`src/rtl/countdown_round_sequencer_pkg.sv`:
```
// Shared types and constants for the countdown round sequencer.
// Holds the FSM state enum, the winner encoding, the score width and a
// saturating score increment helper.
package countdown_round_sequencer_pkg;

  localparam int unsigned SCORE_W  = 4;
  localparam int unsigned WINNER_W = 2;
  localparam int unsigned ROUND_W  = 4;

  typedef enum logic [2:0] {
    IDLE       = 3'd0,
    START      = 3'd1,
    WAIT_TIMER = 3'd2,
    RESPOND    = 3'd3,
    SCORE      = 3'd4,
    DONE       = 3'd5,
    ERROR      = 3'd6
  } state_t;

  localparam logic [WINNER_W-1:0] WIN_NONE  = 2'd0;
  localparam logic [WINNER_W-1:0] WIN_A     = 2'd1;
  localparam logic [WINNER_W-1:0] WIN_B     = 2'd2;
  localparam logic [WINNER_W-1:0] WIN_FOUL2 = 2'd3;

  // Score +1, sticking at all-ones.
  function automatic logic [SCORE_W-1:0] sat_inc(input logic [SCORE_W-1:0] v);
    return (&v) ? v : v + SCORE_W'(1);
  endfunction

endpackage

```
`src/rtl/countdown_round_sequencer_press_arbiter.sv`:
```
// Button press detection and same-cycle tie resolution.
// Ports:
//   clk, rst        clock, async active-high reset
//   btn_a, btn_b    synchronized button levels
//   take_tie        the FSM consumed a tie this cycle; flip priority
//   press_a_c/_b_c  rising edge of each button (combinational)
//   tie_c           both buttons rose this cycle (combinational)
//   first_winner_c  response-window winner for this cycle's presses
module countdown_round_sequencer_press_arbiter
  import countdown_round_sequencer_pkg::*;
(
  input  logic                clk,
  input  logic                rst,
  input  logic                btn_a,
  input  logic                btn_b,
  input  logic                take_tie,
  output logic                press_a_c,
  output logic                press_b_c,
  output logic                tie_c,
  output logic [WINNER_W-1:0] first_winner_c
);

  logic prev_a;
  logic prev_b;
  logic prio_b;  // 0: A wins the next tie, 1: B wins it

  // Previous button levels and round-robin tie priority.
  always_ff @(posedge clk or posedge rst) begin
    if (rst) begin
      prev_a <= 1'b0;
      prev_b <= 1'b0;
      prio_b <= 1'b0;
    end else begin
      prev_a <= btn_a;
      prev_b <= btn_b;
      if (take_tie) prio_b <= ~prio_b;
    end
  end

  assign press_a_c = btn_a & ~prev_a;
  assign press_b_c = btn_b & ~prev_b;
  assign tie_c     = press_a_c & press_b_c;

  // Winner as seen from the response window.
  always_comb begin
    first_winner_c = WIN_NONE;
    if (tie_c)          first_winner_c = prio_b ? WIN_B : WIN_A;
    else if (press_a_c) first_winner_c = WIN_A;
    else if (press_b_c) first_winner_c = WIN_B;
  end

endmodule

```
`src/rtl/countdown_round_sequencer.sv`:
```
// Game-round controller: launches the countdown timer, waits for its done
// pulse, runs a timed response window, scores each round and reports game
// over after NUM_ROUNDS rounds.
// Ports:
//   Clk100M, Reset          clock, async active-high reset
//   go, abort               start a new game / return to IDLE
//   btnA, btnB              synchronized player buttons (level)
//   timerDone               one-cycle done pulse from the countdown timer
//   timerStart              one-cycle start pulse to the countdown timer
//   roundActive, roundNum   round in progress, 1-based round number
//   winnerValid, winner     round result pulse and held result
//   scoreA, scoreB          saturating scores
//   gameOver, timeoutErr    DONE / ERROR indicators
module countdown_round_sequencer
  import countdown_round_sequencer_pkg::*;
#(
  parameter int unsigned NUM_ROUNDS      = 3,
  parameter int unsigned RESP_WINDOW_CYC = 100000000,
  parameter int unsigned TIMEOUT_CYC     = 700000000
) (
  input  logic                Clk100M,
  input  logic                Reset,
  input  logic                go,
  input  logic                abort,
  input  logic                btnA,
  input  logic                btnB,
  input  logic                timerDone,
  output logic                timerStart,
  output logic                roundActive,
  output logic [ROUND_W-1:0]  roundNum,
  output logic                winnerValid,
  output logic [WINNER_W-1:0] winner,
  output logic [SCORE_W-1:0]  scoreA,
  output logic [SCORE_W-1:0]  scoreB,
  output logic                gameOver,
  output logic                timeoutErr
);

  localparam int unsigned WIN_CNT_W = (RESP_WINDOW_CYC > 1) ? $clog2(RESP_WINDOW_CYC) : 1;
  localparam int unsigned TO_CNT_W  = (TIMEOUT_CYC > 1) ? $clog2(TIMEOUT_CYC) : 1;
  localparam logic [WIN_CNT_W-1:0] WIN_LOAD = WIN_CNT_W'(RESP_WINDOW_CYC - 1);
  localparam logic [TO_CNT_W-1:0]  TO_LAST  = TO_CNT_W'(TIMEOUT_CYC - 1);
  localparam logic [ROUND_W-1:0]   LAST_RND = ROUND_W'(NUM_ROUNDS);

  state_t state, state_n;
  logic [WIN_CNT_W-1:0] win_cnt, win_cnt_n;
  logic [TO_CNT_W-1:0]  to_cnt, to_cnt_n;
  logic [ROUND_W-1:0]   round_n;
  logic [WINNER_W-1:0]  winner_n;
  logic [SCORE_W-1:0]   score_a_n, score_b_n;

  logic                press_a_c, press_b_c, tie_c, take_tie_c;
  logic [WINNER_W-1:0] first_winner_c;

  countdown_round_sequencer_press_arbiter u_arb (
    .clk            (Clk100M),
    .rst            (Reset),
    .btn_a          (btnA),
    .btn_b          (btnB),
    .take_tie       (take_tie_c),
    .press_a_c      (press_a_c),
    .press_b_c      (press_b_c),
    .tie_c          (tie_c),
    .first_winner_c (first_winner_c)
  );

  // State, counters, scores and registered Moore-style outputs.
  always_ff @(posedge Clk100M or posedge Reset) begin
    if (Reset) begin
      state       <= IDLE;
      win_cnt     <= '0;
      to_cnt      <= '0;
      roundNum    <= '0;
      winner      <= WIN_NONE;
      scoreA      <= '0;
      scoreB      <= '0;
      timerStart  <= 1'b0;
      roundActive <= 1'b0;
      winnerValid <= 1'b0;
      gameOver    <= 1'b0;
      timeoutErr  <= 1'b0;
    end else begin
      state       <= state_n;
      win_cnt     <= win_cnt_n;
      to_cnt      <= to_cnt_n;
      roundNum    <= round_n;
      winner      <= winner_n;
      scoreA      <= score_a_n;
      scoreB      <= score_b_n;
      // Outputs decode the state being entered so they line up with it.
      timerStart  <= (state_n == START);
      roundActive <= (state_n inside {START, WAIT_TIMER, RESPOND});
      winnerValid <= (state_n == SCORE);
      gameOver    <= (state_n == DONE);
      timeoutErr  <= (state_n == ERROR);
    end
  end

  // Next-state and datapath updates.
  always_comb begin
    state_n    = state;
    win_cnt_n  = win_cnt;
    to_cnt_n   = to_cnt;
    round_n    = roundNum;
    winner_n   = winner;
    score_a_n  = scoreA;
    score_b_n  = scoreB;
    take_tie_c = 1'b0;

    if (abort) begin
      state_n = IDLE;
      round_n = '0;
    end else begin
      case (state)
        IDLE, DONE, ERROR: begin
          if (go) begin
            score_a_n = '0;
            score_b_n = '0;
            round_n   = ROUND_W'(1);
            winner_n  = WIN_NONE;
            state_n   = START;
          end
        end
        START: begin
          to_cnt_n = '0;
          state_n  = WAIT_TIMER;
        end
        WAIT_TIMER: begin
          if (timerDone) begin
            win_cnt_n = WIN_LOAD;
            state_n   = RESPOND;
          end else if (press_a_c || press_b_c) begin
            // False start: the other player takes the round.
            if (tie_c)          winner_n = WIN_FOUL2;
            else if (press_a_c) winner_n = WIN_B;
            else                winner_n = WIN_A;
            state_n = SCORE;
          end else if (to_cnt == TO_LAST) begin
            state_n = ERROR;
          end else begin
            to_cnt_n = to_cnt + TO_CNT_W'(1);
          end
        end
        RESPOND: begin
          // A press on the expiry cycle still counts.
          if (press_a_c || press_b_c) begin
            winner_n   = first_winner_c;
            take_tie_c = tie_c;
            state_n    = SCORE;
          end else if (win_cnt == '0) begin
            winner_n = WIN_NONE;
            state_n  = SCORE;
          end else begin
            win_cnt_n = win_cnt - WIN_CNT_W'(1);
          end
        end
        SCORE: begin
          if (roundNum == LAST_RND) begin
            state_n = DONE;
          end else begin
            round_n = roundNum + ROUND_W'(1);
            state_n = START;
          end
        end
        default: state_n = IDLE;
      endcase

      // Scores move together with winner so both are valid during SCORE.
      if (state_n == SCORE) begin
        if (winner_n == WIN_A) score_a_n = sat_inc(scoreA);
        if (winner_n == WIN_B) score_b_n = sat_inc(scoreB);
      end
    end
  end

endmodule

```
`config.mk`:
```
export PLATFORM = sky130hd
export DESIGN_NAME = countdown_round_sequencer
export DESIGN_NICKNAME = d
export VERILOG_FILES = /design/src/rtl/countdown_round_sequencer_pkg.sv /design/src/rtl/countdown_round_sequencer_press_arbiter.sv /design/src/rtl/countdown_round_sequencer.sv
export SDC_FILE = /design/constraint.sdc
export NUM_CORES = 1
export LEC_CHECK = 0
export CAP_MARGIN = 25
export CORE_AREA = 5 5 86 104
export CTS_CLUSTER_SIZE = 20
export DETAILED_ROUTE_END_ITERATION = 6
export DIE_AREA = 0 0 91 109
export PLACE_DENSITY = 0.88
export SETUP_SLACK_MARGIN = 0.2
export SLEW_MARGIN = 20
export SYNTH_ARGS = -nofsm -noshare
export SYNTH_HDL_FRONTEND = slang
export SYNTH_SLANG_ARGS = --single-unit
```
`constraint.sdc`:
```
create_clock -name Clk100M -period 3.2 [get_ports Clk100M]
set_clock_uncertainty 0.1 [all_clocks]
set_input_delay 0.64 -clock Clk100M [delete_from_list [all_inputs] [get_ports Clk100M]]
set_output_delay 0.64 -clock Clk100M [all_outputs]
set_load 0.01 [all_outputs]
```
==> results.sh, run 1 <==
# flow metrics
export IMPL_status="finished, final reports clean"
export IMPL_synthArstFlopShare_pct=100
export IMPL_ys_sh_mux_pct=0.720
export IMPL_grt_pass1_vias=3768
export IMPL_die_x_um=91
export IMPL_whs_path_depth=2
export IMPL_grt_antenna_before_repair=0
export IMPL_hp_start="to_cnt[1]"
export IMPL_drive_gt1_share_pct=11.4
export IMPL_ant_nets=0
export IMPL_r2r_start="win_cnt[10]"
export IMPL_drt_iter0_drc=213
export IMPL_gr_usage_all_layers_pct=22.2
export IMPL_yosysWarnings=0
export IMPL_yosysUniqueCellTypes=62
export IMPL_crit_slowest_cell="or4_4"
export IMPL_nMultiInputCombCells=362
export IMPL_avgSynthCellArea_um2=9.45
export IMPL_setup_tns_ns=0
export IMPL_syn_inst=478
export IMPL_postSynthSeqShare_pct=45.4
export IMPL_vias_per_cell=6.00
export IMPL_n_antenna_cell=0
export IMPL_cts_hold_buf=0
export IMPL_power_share_clock_pct=34.2
export IMPL_gr_total_overflow=0
export IMPL_dr_total_vias=3680
export IMPL_top_area_cell="dfrtp_1"
export IMPL_layout_top_cell="dfrtp_1"
export IMPL_yosysMostFrequentCell="dfrtp_1"
export IMPL_drv_slew=0
export IMPL_tightest_slew_ns=0.611
export IMPL_path_class="reg -> reg"
export IMPL_min_path_type="reg -> reg"
export IMPL_fin_crit_ns=2.81
export IMPL_reg2regPathDepth=7
export IMPL_busiest_layer="met2"
export IMPL_cp_data_required_time_ns=3.35
export IMPL_ys_cells=478
export IMPL_buffer_area_share_pct=7.67
export IMPL_mostFrequentLayoutCells="dfrtp_1, nor2_1, nand2_1"
export IMPL_clock_sinks=82
export IMPL_ys_seq_elements=82
export IMPL_ff_latch_area_um2=2050
export IMPL_dp_hpwl_um=7330
export IMPL_met1_usage_pct=25.2
export IMPL_peakVddDrop_mv=0.344
export IMPL_cts_setup_buffers=0
[run 1: through the flow]
step	cell area, um^2	util, %
3_5_place_dp	4960	62.9
2_1_floorplan	4520	-
4_1_cts	5180	65.7
3_3_place_gp	4960	62.9
5_1_grt	5190	65.8
6_report	5190	65.8
[run 1: sequential cells by signal, summed over array words and instances, names as in the netlist, 2 cells and up]
| name | cells |
|---|---|
| scoreA | 4 |
| roundNum | 4 |
| state | 3 |
| scoreB | 4 |
| win_cnt | 27 |
| winner | 2 |
| to_cnt | 30 |
[run 1: power by group through the flow]
stage               logic [W]  clock network, W  registers, W
CTS                  0.000383          0.000865       0.00126
detailed placement   0.000381                 0       0.00128
global route         0.000430          0.000918       0.00128
floorplan            0.000274                 0       0.00125
finish               0.000384          0.000855       0.00126
global placement     0.000364                 0       0.00127
Figure 1. Zoomed window (run 1).
Region (58, 72) to (78, 92) um. Cells in grey, sequential cells in the stronger grey; small squares are vias.
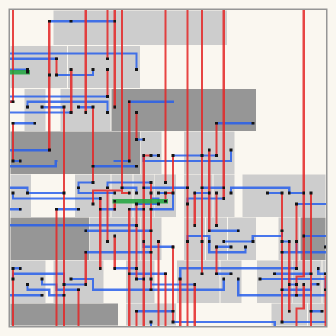
[green] metal 3
[red] metal 2
[blue] metal 1
cells with their middle in the window: 34
sequential cells in the window: 4
netlist names of flops here include: `win_cnt` (4)
most frequent: nor2_1 (6), nand2_1 (6)

Figure 2. Ports around the boundary (run 1).
The bar under the picture is 20 um long. Pins as bars across the die edge, other pins in grey.
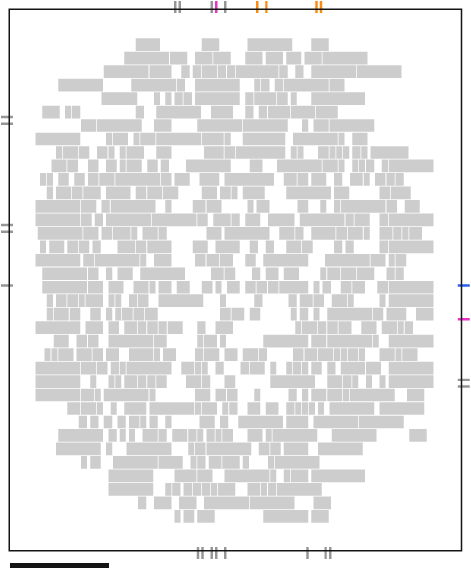
[orange] `scoreA` | pins: 4 | direction: output | edge: north
[magenta] `winner` | pins: 2 | direction: output | edge: 1 north, 1 east
[blue] `btnA` | pins: 1 | direction: input | edge: east
I/O Buffers: 25
die y size: 109 um

Figure 3. Placed standard cells (run 1).
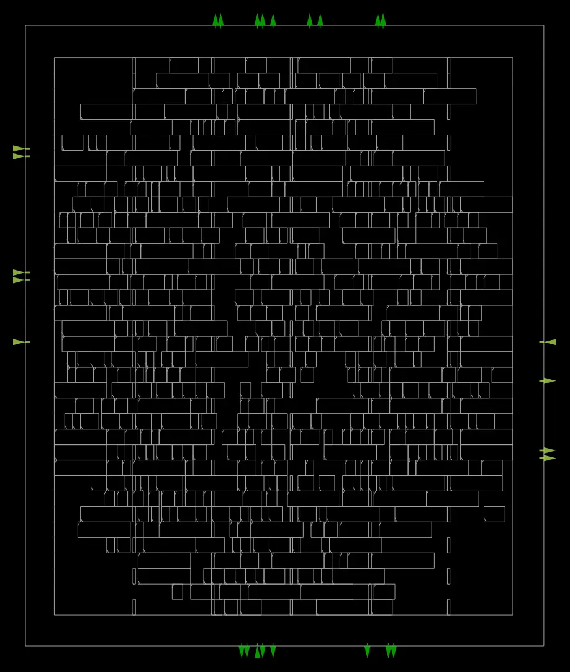
area of the core: 7880 um^2
TAP cells: 95
Post-Layout Cell Count: 613
Seq cells: 82

==> run 2: changes to the inputs <==
--- a/config.mk
+++ b/config.mk
@@ -6,11 +6,12 @@
 export NUM_CORES = 1
 export LEC_CHECK = 0
 export CAP_MARGIN = 25
-export CORE_AREA = 5 5 86 104
+export CORE_AREA = 5 5 90 109
 export CTS_CLUSTER_SIZE = 20
 export DETAILED_ROUTE_END_ITERATION = 6
-export DIE_AREA = 0 0 91 109
-export PLACE_DENSITY = 0.88
+export DIE_AREA = 0 0 95 114
+export PLACE_DENSITY = 0.85
+export RECOVER_POWER = 25
 export SETUP_SLACK_MARGIN = 0.2
 export SLEW_MARGIN = 20
 export SYNTH_ARGS = -nofsm -noshare
==> constraint.sdc (replaced) <==
create_clock -name Clk100M -period 2.54 [get_ports Clk100M]
set_clock_uncertainty 0.1 [all_clocks]
set_input_delay 0.508 -clock Clk100M [delete_from_list [all_inputs] [get_ports Clk100M]]
set_output_delay 0.508 -clock Clk100M [all_outputs]
set_load 0.01 [all_outputs]
Figure 4. Zoomed window (run 2).
Region (61, 76) to (81, 96) um. Cells in grey, sequential cells in the stronger grey; small squares are vias.
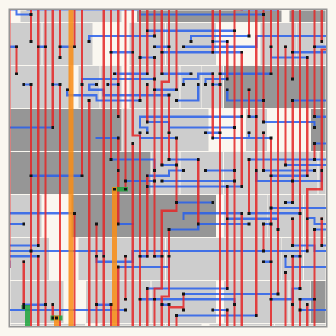
[orange] metal 4
[blue] metal 1
[green] metal 3
[red] metal 2
cells with their middle in the window: 32
most frequent: nand2_1 (4), buf_4 (4), dfrtp_1 (4)
sequential cells in the window: 4
netlist names of flops here include: `win_cnt` (4)

Figure 5. Ports around the boundary (run 2).
The bar under the picture is 20 um long. Pins as bars across the die edge, other pins in grey.
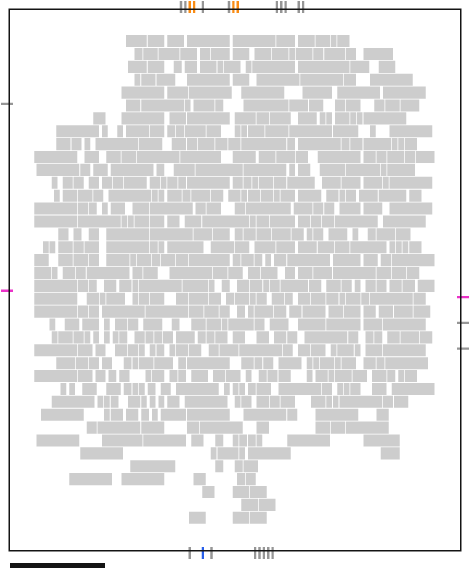
[blue] `btnA` | pins: 1 | direction: input | edge: south
[magenta] `winner` | pins: 2 | direction: output | edge: 1 west, 1 east
[orange] `scoreA` | pins: 4 | direction: output | edge: north
die width: 95 um
die y size: 114 um

==> results.sh, run 2 <==
# flow metrics
export IMPL_regMostFlops="to_cnt"
export IMPL_cts_hold_buf=0
export IMPL_setup_viol_count_final=22
export IMPL_cp_data_required_time_ns=2.68
export IMPL_ant_nets=0
export IMPL_top_regs="to_cnt x30, win_cnt x27"
export IMPL_place_area_um2=5340
export IMPL_final_area_um2=6200
export IMPL_yosysMostFrequentCell="dfrtp_1"
export IMPL_ys_cells=478
export IMPL_port_buffers=25
export IMPL_r2r_start="win_cnt[8]"
export IMPL_drive_gt1_share_pct=33.7
export IMPL_hp_start="to_cnt[2]"
export IMPL_pg_clk_w=0.000985
export IMPL_vias_per_cell=6.07
export IMPL_failed_checks="negative setup slack"
export IMPL_coreArea_um2=8750
export IMPL_drt_iter0_drc=319
export IMPL_min_path_type="reg -> reg"
export IMPL_largest_register_ffs=30
export IMPL_grt_antenna_before_repair=0
export IMPL_drv_slew=0
export IMPL_power_share_clock_pct=29.8
export IMPL_setup_tns_ns=-1.46
export IMPL_synthArstFlopShare_pct=100
export IMPL_crit_slowest_cell="or4_4"
export IMPL_top_area_cell="dfrtp_1"
export IMPL_ys_sh_mux_pct=0.720
export IMPL_gr_total_overflow=0
export IMPL_post_route_util_pct=70.9
export IMPL_n_antenna_cell=0
export IMPL_met1_usage_pct=24.7
export IMPL_ys_seq_elements=82
export IMPL_status="complete, but fails checks"
export IMPL_top_power_group="sequential cells"
export IMPL_postSynthSeqShare_pct=45.4
export IMPL_setup_ws_ns=-0.150
export IMPL_comb_power_w=0.000711
## run 2: cell counts after synthesis
No cell type changed its count.
## run 2: area by class of cell
cell class | instances | area [um^2]
Multi-Input combinational cell | 362 | 2740
Fill cell | 581 | 2550
Sequential cell | 82 | 2060
Timing Repair Buffer | 112 | 991
Tap cell | 120 | 150
Clock buffer | 11 | 141
Clock inverter | 5 | 62.6
Inverter | 15 | 60.1
## run 2: worst paths after layout
path                                  end  slack [ns]  cells past startpoint
worst max-delay path            scoreB[2]       -0.15                      7
worst min register to register  to_cnt[2]        0.42                      1
max in group asynchronous        state[2]        0.63                      3
min in group asynchronous       to_cnt[2]        0.92                      3
worst max register to register  scoreB[2]       -0.15                      7
worst min-delay path            to_cnt[2]        0.42                      1
==> run 3: changes to the inputs <==
--- a/config.mk
+++ b/config.mk
@@ -12,6 +12,7 @@
 export DIE_AREA = 0 0 95 114
 export PLACE_DENSITY = 0.85
 export RECOVER_POWER = 25
+export REMOVE_ABC_BUFFERS = 1
 export SETUP_SLACK_MARGIN = 0.2
 export SLEW_MARGIN = 20
 export SYNTH_ARGS = -nofsm -noshare
Figure 6. Zoomed window (run 3).
Region (61, 76) to (81, 96) um. Cells in grey, sequential cells in the stronger grey; small squares are vias.
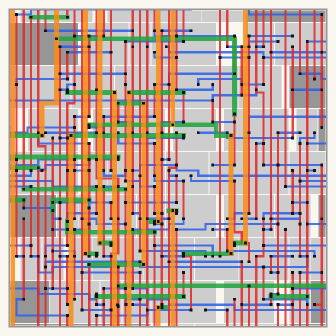
[blue] metal 1
[green] metal 3
[red] metal 2
[orange] metal 4
cells with their middle in the window: 42
sequential cells in the window: 0
most frequent: nor2_1 (7), nand2_1 (5), buf_4 (5)

Figure 7. Cell density map (run 3).
The die is cut into 10 by 11 equal tiles; white is low, dark blue is high, 0 to 100% covered.
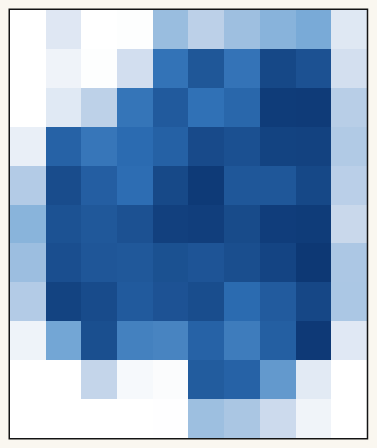
emptiest ninth of the die: north-west
nearly empty tiles: 14%
mean over tiles: 55%

==> results.sh, run 3 <==
# flow metrics
export IMPL_biggestCellCategory="multi-input combinational cells"
export IMPL_failed_checks="negative setup slack"
export IMPL_met1_usage_pct=25.3
export IMPL_grt_pass1_vias=4081
export IMPL_busiest_layer="met2"
export IMPL_die_x_um=95
export IMPL_nMultiInputCombCells=362
export IMPL_inv_count=15
export IMPL_drv_slew=0
export IMPL_pg_clk_w=0.00108
export IMPL_dp_hpwl_um=7770
export IMPL_top_area_cell="dfrtp_1"
export IMPL_gr_total_overflow=0
export IMPL_crit_slowest_cell="or4_4"
export IMPL_ant_nets=0
export IMPL_p_seq_w=0.00162
export IMPL_setup_ws_ns=-0.228
export IMPL_buffers=114
export IMPL_avgSynthCellArea_um2=9.45
export IMPL_grt_antenna_before_repair=0
export IMPL_regMostFlops="to_cnt"
export IMPL_mostFrequentLayoutCells="dfrtp_1, buf_4, nor2_1"
export IMPL_place_area_um2=5280
export IMPL_postSynthSeqShare_pct=45.4
export IMPL_synthArstFlopShare_pct=100
export IMPL_comb_power_w=0.000709
export IMPL_ff_count=82
export IMPL_drive_gt1_share_pct=31.5
export IMPL_top_regs="to_cnt x30, win_cnt x27"
export IMPL_status="complete, but fails checks"
export IMPL_timing_rr_end="win_cnt[15]"
export IMPL_comb_share_pct=43.4
export IMPL_path_class="reg -> reg"
export IMPL_setup_viol_count_final=23
export IMPL_ys_seq_elements=82
export IMPL_cts_hold_buf=0
export IMPL_crit_end="win_cnt[15]"
export IMPL_reg2reg_slack_ns=-0.23
export IMPL_top_power_group="sequential cells"
export IMPL_power_share_clock_pct=31.7
-- run 3: cell families (layout without fill, tap and decap cells) --
logic type	Yosys count	count (layout)	share of synthesized area, %
AND-OR/OR-AND	79	79	12.6
XOR/XNOR	44	44	8.53
adder cells (fa/ha/maj)	5	5	1.38
buffers and inverters	34	144	3.02
flip-flops	82	82	45.4
multiplexers	3	3	0.720
AND/OR/NAND/NOR	231	231	28.3
-- run 3: what timing repair did --
item                       CTS  global route
setup endpoints to repair   60            68
pin swaps                   13            42
gates cloned                 0             1
setup buffers                4            31
resized                     24            64
-- run 3: metal layers --
layer | up-vias | routed length (um)
met1 | 2083 | 4820
met4 | 0 | 770
met2 | 171 | 6710
li1 | 1922 | -
met5 | - | 0
met3 | 72 | 584
Power figures rest on the tool's default switching activity, not on a simulated workload.
